==> images/detail.png <==
Scale bar: 20 um. Window x 0 to 50, y 5 to 55 um. Cells in grey, sequential cells in the stronger grey; small squares are vias.
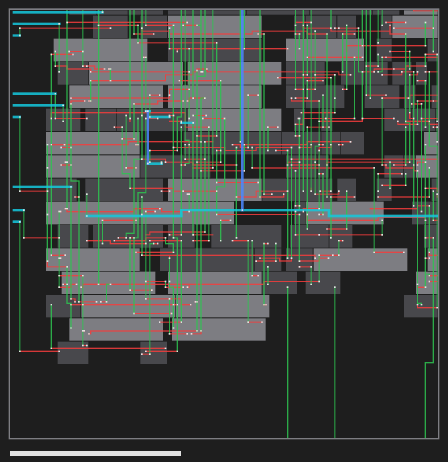
==> images/metal_density.png <==
Scale bar: 20 um. 18 x 24 tiles, from black (low) to pale yellow (high), scaled to the fullest tile. Values are wire area over tile area, all layers added.
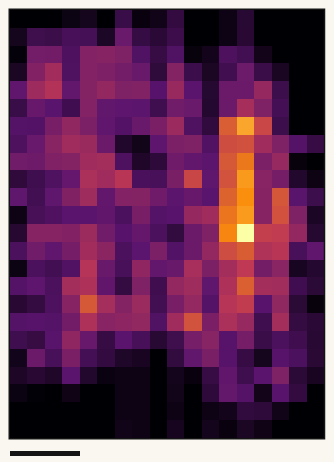
==> images/flops_by_reg.png <==
Other sequential cells in the stronger grey, the rest of the logic in the fainter grey.
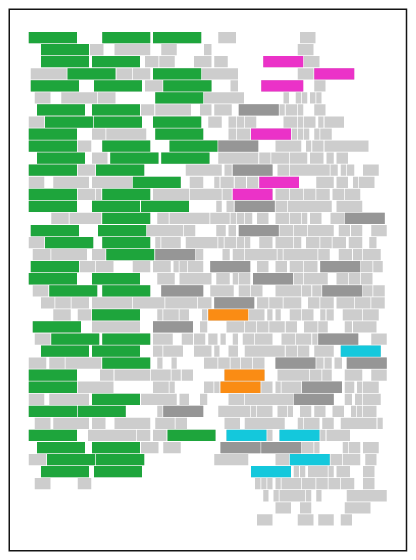
==> images/placement.png <==
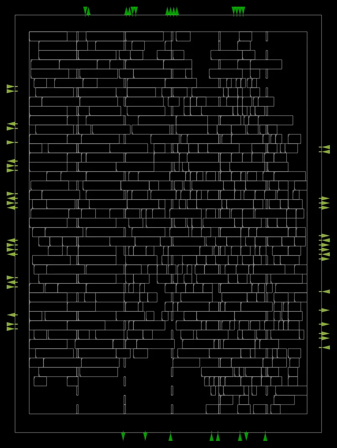
==> config.mk <==
export PLATFORM = sky130hd
export DESIGN_NAME = multi_ch_vec_reader
export DESIGN_NICKNAME = d
export VERILOG_FILES = /design/src/rtl/multi_ch_vec_reader.sv
export SDC_FILE = /design/constraint.sdc
export NUM_CORES = 1
export LEC_CHECK = 0
export CORE_ASPECT_RATIO = 1.4
export CORE_MARGIN = 4
export CORE_UTILIZATION = 50
export DETAILED_ROUTE_END_ITERATION = 12
export HOLD_SLACK_MARGIN = 0.06
export PLACE_DENSITY = 0.81
export SLEW_MARGIN = 10
export SYNTH_ARGS = -nofsm -noshare
export SYNTH_HDL_FRONTEND = slang
export SYNTH_SLANG_ARGS = --single-unit
==> constraint.sdc <==
create_clock -name clk -period 1.9 [get_ports clk]
set_input_delay 0.285 -clock clk [delete_from_list [all_inputs] [get_ports clk]]
set_output_delay 0.285 -clock clk [all_outputs]
set_load 0.02 [all_outputs]
==> src/rtl/multi_ch_vec_reader.sv <==
// Multi-channel lockstep vector reader: streams num_elems addresses from shared
// memory channels through a small output FIFO with vector/element framing.
module multi_ch_vec_reader #(
  parameter int DATA_WIDTH = 8,
  parameter int NUM_CH     = 2,
  parameter int ADDR_WIDTH = 5,
  parameter int VEC_LEN    = 4,
  parameter int FIFO_DEPTH = 4
) (
  input  logic                            clk,
  input  logic                            rst_n,
  input  logic                            start,
  input  logic [ADDR_WIDTH-1:0]           base_addr,
  input  logic [ADDR_WIDTH:0]             num_elems,
  input  logic                            abort,
  output logic                            rd_en,
  output logic [ADDR_WIDTH-1:0]           rd_addr,
  input  logic [NUM_CH*DATA_WIDTH-1:0]    rd_data,
  output logic                            out_valid,
  input  logic                            out_ready,
  output logic [NUM_CH*DATA_WIDTH-1:0]    out_data,
  output logic [$clog2(VEC_LEN)-1:0]      out_elem_idx,
  output logic                            out_vec_last,
  output logic                            out_last,
  output logic                            busy,
  output logic                            done
);

  localparam int PW    = NUM_CH * DATA_WIDTH;
  localparam int IDX_W = $clog2(VEC_LEN);
  localparam int PTR_W = (FIFO_DEPTH > 1) ? $clog2(FIFO_DEPTH) : 1;
  localparam int OCC_W = $clog2(FIFO_DEPTH + 1);
  localparam logic [ADDR_WIDTH:0] NUM_ONE = 1;

  typedef enum logic [1:0] {IDLE, READ, DRAIN} state_t;

  state_t                r_state, w_next;
  logic [ADDR_WIDTH-1:0] r_base;
  logic [ADDR_WIDTH:0]   r_num, r_rd_cnt, r_pop_cnt;
  logic                  r_rd_pend, r_done;
  logic [PW-1:0]         r_mem [FIFO_DEPTH];
  logic [PTR_W-1:0]      r_wptr, r_rptr;
  logic [OCC_W-1:0]      r_occ;
  logic [IDX_W-1:0]      r_idx;

  logic                  w_launch, w_abort, w_push, w_pop, w_last_rd, w_room;
  logic [OCC_W:0]        w_outstanding;

  assign w_abort       = abort && (r_state != IDLE);
  assign w_launch      = (r_state == IDLE) && start && !abort;
  // A read in flight already owns a FIFO slot, so it counts against the space.
  assign w_outstanding = {1'b0, r_occ} + (OCC_W+1)'(r_rd_pend);
  assign w_room        = w_outstanding < (OCC_W+1)'(FIFO_DEPTH);

  assign rd_en     = (r_state == READ) && (r_rd_cnt != r_num) && w_room;
  assign rd_addr   = r_base + r_rd_cnt[ADDR_WIDTH-1:0];
  assign w_last_rd = rd_en && (r_rd_cnt == r_num - NUM_ONE);

  assign out_valid    = (r_occ != '0);
  assign w_push       = r_rd_pend;
  assign w_pop        = out_valid && out_ready;
  assign out_last     = out_valid && (r_pop_cnt == r_num - NUM_ONE);
  assign out_data     = out_valid ? r_mem[r_rptr] : '0;
  assign out_elem_idx = r_idx;
  assign out_vec_last = out_valid && ((r_idx == IDX_W'(VEC_LEN - 1)) || out_last);
  assign busy         = (r_state != IDLE);
  assign done         = r_done;

  always_ff @(posedge clk or negedge rst_n) begin
    if (!rst_n) r_state <= IDLE;
    else        r_state <= w_next;
  end

  always_comb begin
    w_next = r_state;
    unique case (r_state)
      IDLE:    if (w_launch && (num_elems != '0)) w_next = READ;
      READ:    if (abort) w_next = IDLE;
               else if (w_last_rd) w_next = DRAIN;
      DRAIN:   if (abort) w_next = IDLE;
               else if (w_pop && out_last) w_next = IDLE;
      default: w_next = IDLE;
    endcase
  end

  always_ff @(posedge clk) begin
    if (w_push) r_mem[r_wptr] <= rd_data;
  end

  always_ff @(posedge clk or negedge rst_n) begin
    if (!rst_n) begin
      r_base    <= '0;
      r_num     <= '0;
      r_rd_cnt  <= '0;
      r_pop_cnt <= '0;
      r_rd_pend <= 1'b0;
      r_done    <= 1'b0;
      r_wptr    <= '0;
      r_rptr    <= '0;
      r_occ     <= '0;
      r_idx     <= '0;
    end else begin
      r_done <= 1'b0;
      if (w_launch) begin
        r_base    <= base_addr;
        r_num     <= num_elems;
        r_rd_cnt  <= '0;
        r_pop_cnt <= '0;
        r_idx     <= '0;
        r_done    <= (num_elems == '0);
      end
      // Abort flushes the FIFO and drops the pending read; done stays low.
      if (w_abort) begin
        r_rd_pend <= 1'b0;
        r_wptr    <= '0;
        r_rptr    <= '0;
        r_occ     <= '0;
        r_idx     <= '0;
      end else begin
        r_rd_pend <= rd_en;
        if (rd_en) r_rd_cnt <= r_rd_cnt + NUM_ONE;
        if (w_push)
          r_wptr <= (r_wptr == PTR_W'(FIFO_DEPTH - 1)) ? '0 : r_wptr + PTR_W'(1);
        if (w_pop) begin
          r_rptr    <= (r_rptr == PTR_W'(FIFO_DEPTH - 1)) ? '0 : r_rptr + PTR_W'(1);
          r_pop_cnt <= r_pop_cnt + NUM_ONE;
          r_idx     <= r_idx + IDX_W'(1);
        end
        if (w_push && !w_pop)      r_occ <= r_occ + OCC_W'(1);
        else if (!w_push && w_pop) r_occ <= r_occ - OCC_W'(1);
        if (w_pop && out_last && (r_state == DRAIN)) r_done <= 1'b1;
      end
    end
  end

endmodule

==> run summary <==
Here are the numbers from the latest Yosys + OpenROAD run.

Of the cells placed in the final design, the portion with a size suffix greater than 1 is 0.3827. The final reports fail on negative setup slack. The proportion of power drawn by flip-flops and latches came out at 0.290.

Looking at area per cell type in the netlist, the leader is sky130_fd_sc_hd__edfxtp_1. The flow measured a signed area growth from synthesis to layout of 41.63%. The switching power is between 3 and 4 mW.

The final period utilization came out at 1.303. The analysis attributes to cell leakage a power of 2.730 nW. The run finished, with violations left.

The number of nets in the finished design is approximately 520. The script computed the net switching share of total power as 0.3338. The normalized max-slew margin is 0.6896.

The maximum fanout count along the critical path is 3. The number of storage elements in the synthesis netlist is 100. The summed standard-cell area reported by yosys is 4628 sq um.

The total placed cells including tap cells came out at 544. According to the timing report, the data required time at the worst endpoint equals roughly 1600 ps. The count of different cell masters after synthesis is 47. The maximum number of pins on one net before global-route repair is 37.

The arrival time at the worst endpoint is 2190 ps. The final hold slack came out at 369.3 ps. The most frequently used cell type in the post-synthesis netlist is sky130_fd_sc_hd__edfxtp_1. The post-route worst setup slack is -576.3 ps.

The number of global-route vias before repair came out at 3345. Per the CTS log, the root buffer master is sky130_fd_sc_hd__clkbuf_16. The total setup violations reported at the end of the flow came out at 24.

After synthesis, the cell types taking the most area are sky130_fd_sc_hd__edfxtp_1, sky130_fd_sc_hd__dfrtp_1, sky130_fd_sc_hd__mux4_2. Per the post-route antenna check, the number of violating nets is 0. The timing report shows that the slowest cell on the worst path is sky130_fd_sc_hd__dfrtp_1. The cell area after technology mapping is 4628 sq um. The clock latency on the worst-skew pair is around 340 ps. STA lists the startpoint of the worst register-to-register path as r_num[0]$_DFFE_PN0P_. The fraction of the yosys area taken by sequential cells came out at 0.6099. The initial antenna violation count came to 0. The number of antenna cells inserted is 0.
About detail.png:
Key: cyan = metal 3; blue = metal 4; green = metal 2; red = metal 1
79 logic cells have their middle in the window. Netlist names of flops here include r_mem (20), r_wptr (2). Most frequent: edfxtp_1 (20). Sequential cells in the window: 23.

About metal_density.png:
6.2% of the tiles are over half the peak. The mean over all tiles is 0.16. 14% of the tiles are nearly empty.
detail-routed net length per standard cell: 19.63 um
routed vias: 3239
overall routing resource usage: 0.2145
Total Wirelength: 11.39 mm

About flops_by_reg.png:
Key: magenta = r_num [flops 6]; green = r_mem [flops 64]; orange = r_occ [flops 3]; cyan = r_base [flops 5, where bottom right]
Another 22 sequential cells are not coloured.
seq pwr: 2.88 mW
final cell utilization of the core: 0.7260
area taken by flip-flops and latches: 2825 sq um

About placement.png:
Post-Layout Cell Count: 580
count of filler cells inserted in the layout: 538

-- area by class of cell --
cell class | instances | area share
Clock inverter | 7 | 0.01851
Tap cell | 107 | 0.02042
Inverter | 11 | 0.006299
Multi-Input combinational cell | 210 | 0.2894
Sequential cell | 100 | 0.4310
Clock buffer | 9 | 0.03436
Timing Repair Buffer | 136 | 0.2000
-- worst max-delay path by stage --
stage / cells past startpoint / to / slack (ps) / start
floorplan: 7 / out_vec_last / -170 / r_num[0]$_DFFE_PN0P_
global placement: 8 / out_vec_last / -500 / r_num[1]$_DFFE_PN0P_
detailed placement: 8 / out_vec_last / -590 / r_num[1]$_DFFE_PN0P_
CTS: 7 / out_last / -500 / r_num[0]$_DFFE_PN0P_
global route: 8 / out_vec_last / -700 / r_num[0]$_DFFE_PN0P_
finish: 8 / out_vec_last / -580 / r_num[0]$_DFFE_PN0P_
-- registers in the layout, indices dropped and copies added (netlist names) --
register      flops
r_pop_cnt         6
r_rd_pend         1
r_mem            64
r_num             6
r_wptr            2
r_state           2
done              1
out_elem_idx      2
r_rptr            2
r_occ             3
r_rd_cnt          6
r_base            5
-- layer usage --
layer	wire [um]	up-vias	global-route usage
li1	-	1477	-
met1	4184	1649	0.2425
met2	6476	88	0.3902
met3	435	25	0.04330
met4	291	0	0.07821
met5	0	-	0
-- kinds of logic after synthesis --
| family | synth area share |
|---|---|
| adders and majority gates | 0.04380 |
| muxes | 0.09516 |
| and+or+nand+nor | 0.1265 |
| DFF | 0.6099 |
| buffers and inverters | 0.02433 |
| AOI/OAI and AO/OA | 0.04920 |
| xor gates and xnor gates | 0.05109 |
-- repair_timing --
item,CTS,global route
buffers inserted,12,11
endpoints found under the setup margin,29,32
resized,154,46
endpoints found under the hold margin,0,0
pin swaps,22,22
hold buffers,0,0
gates cloned,2,0
Power and IR drop assume default switching activity.
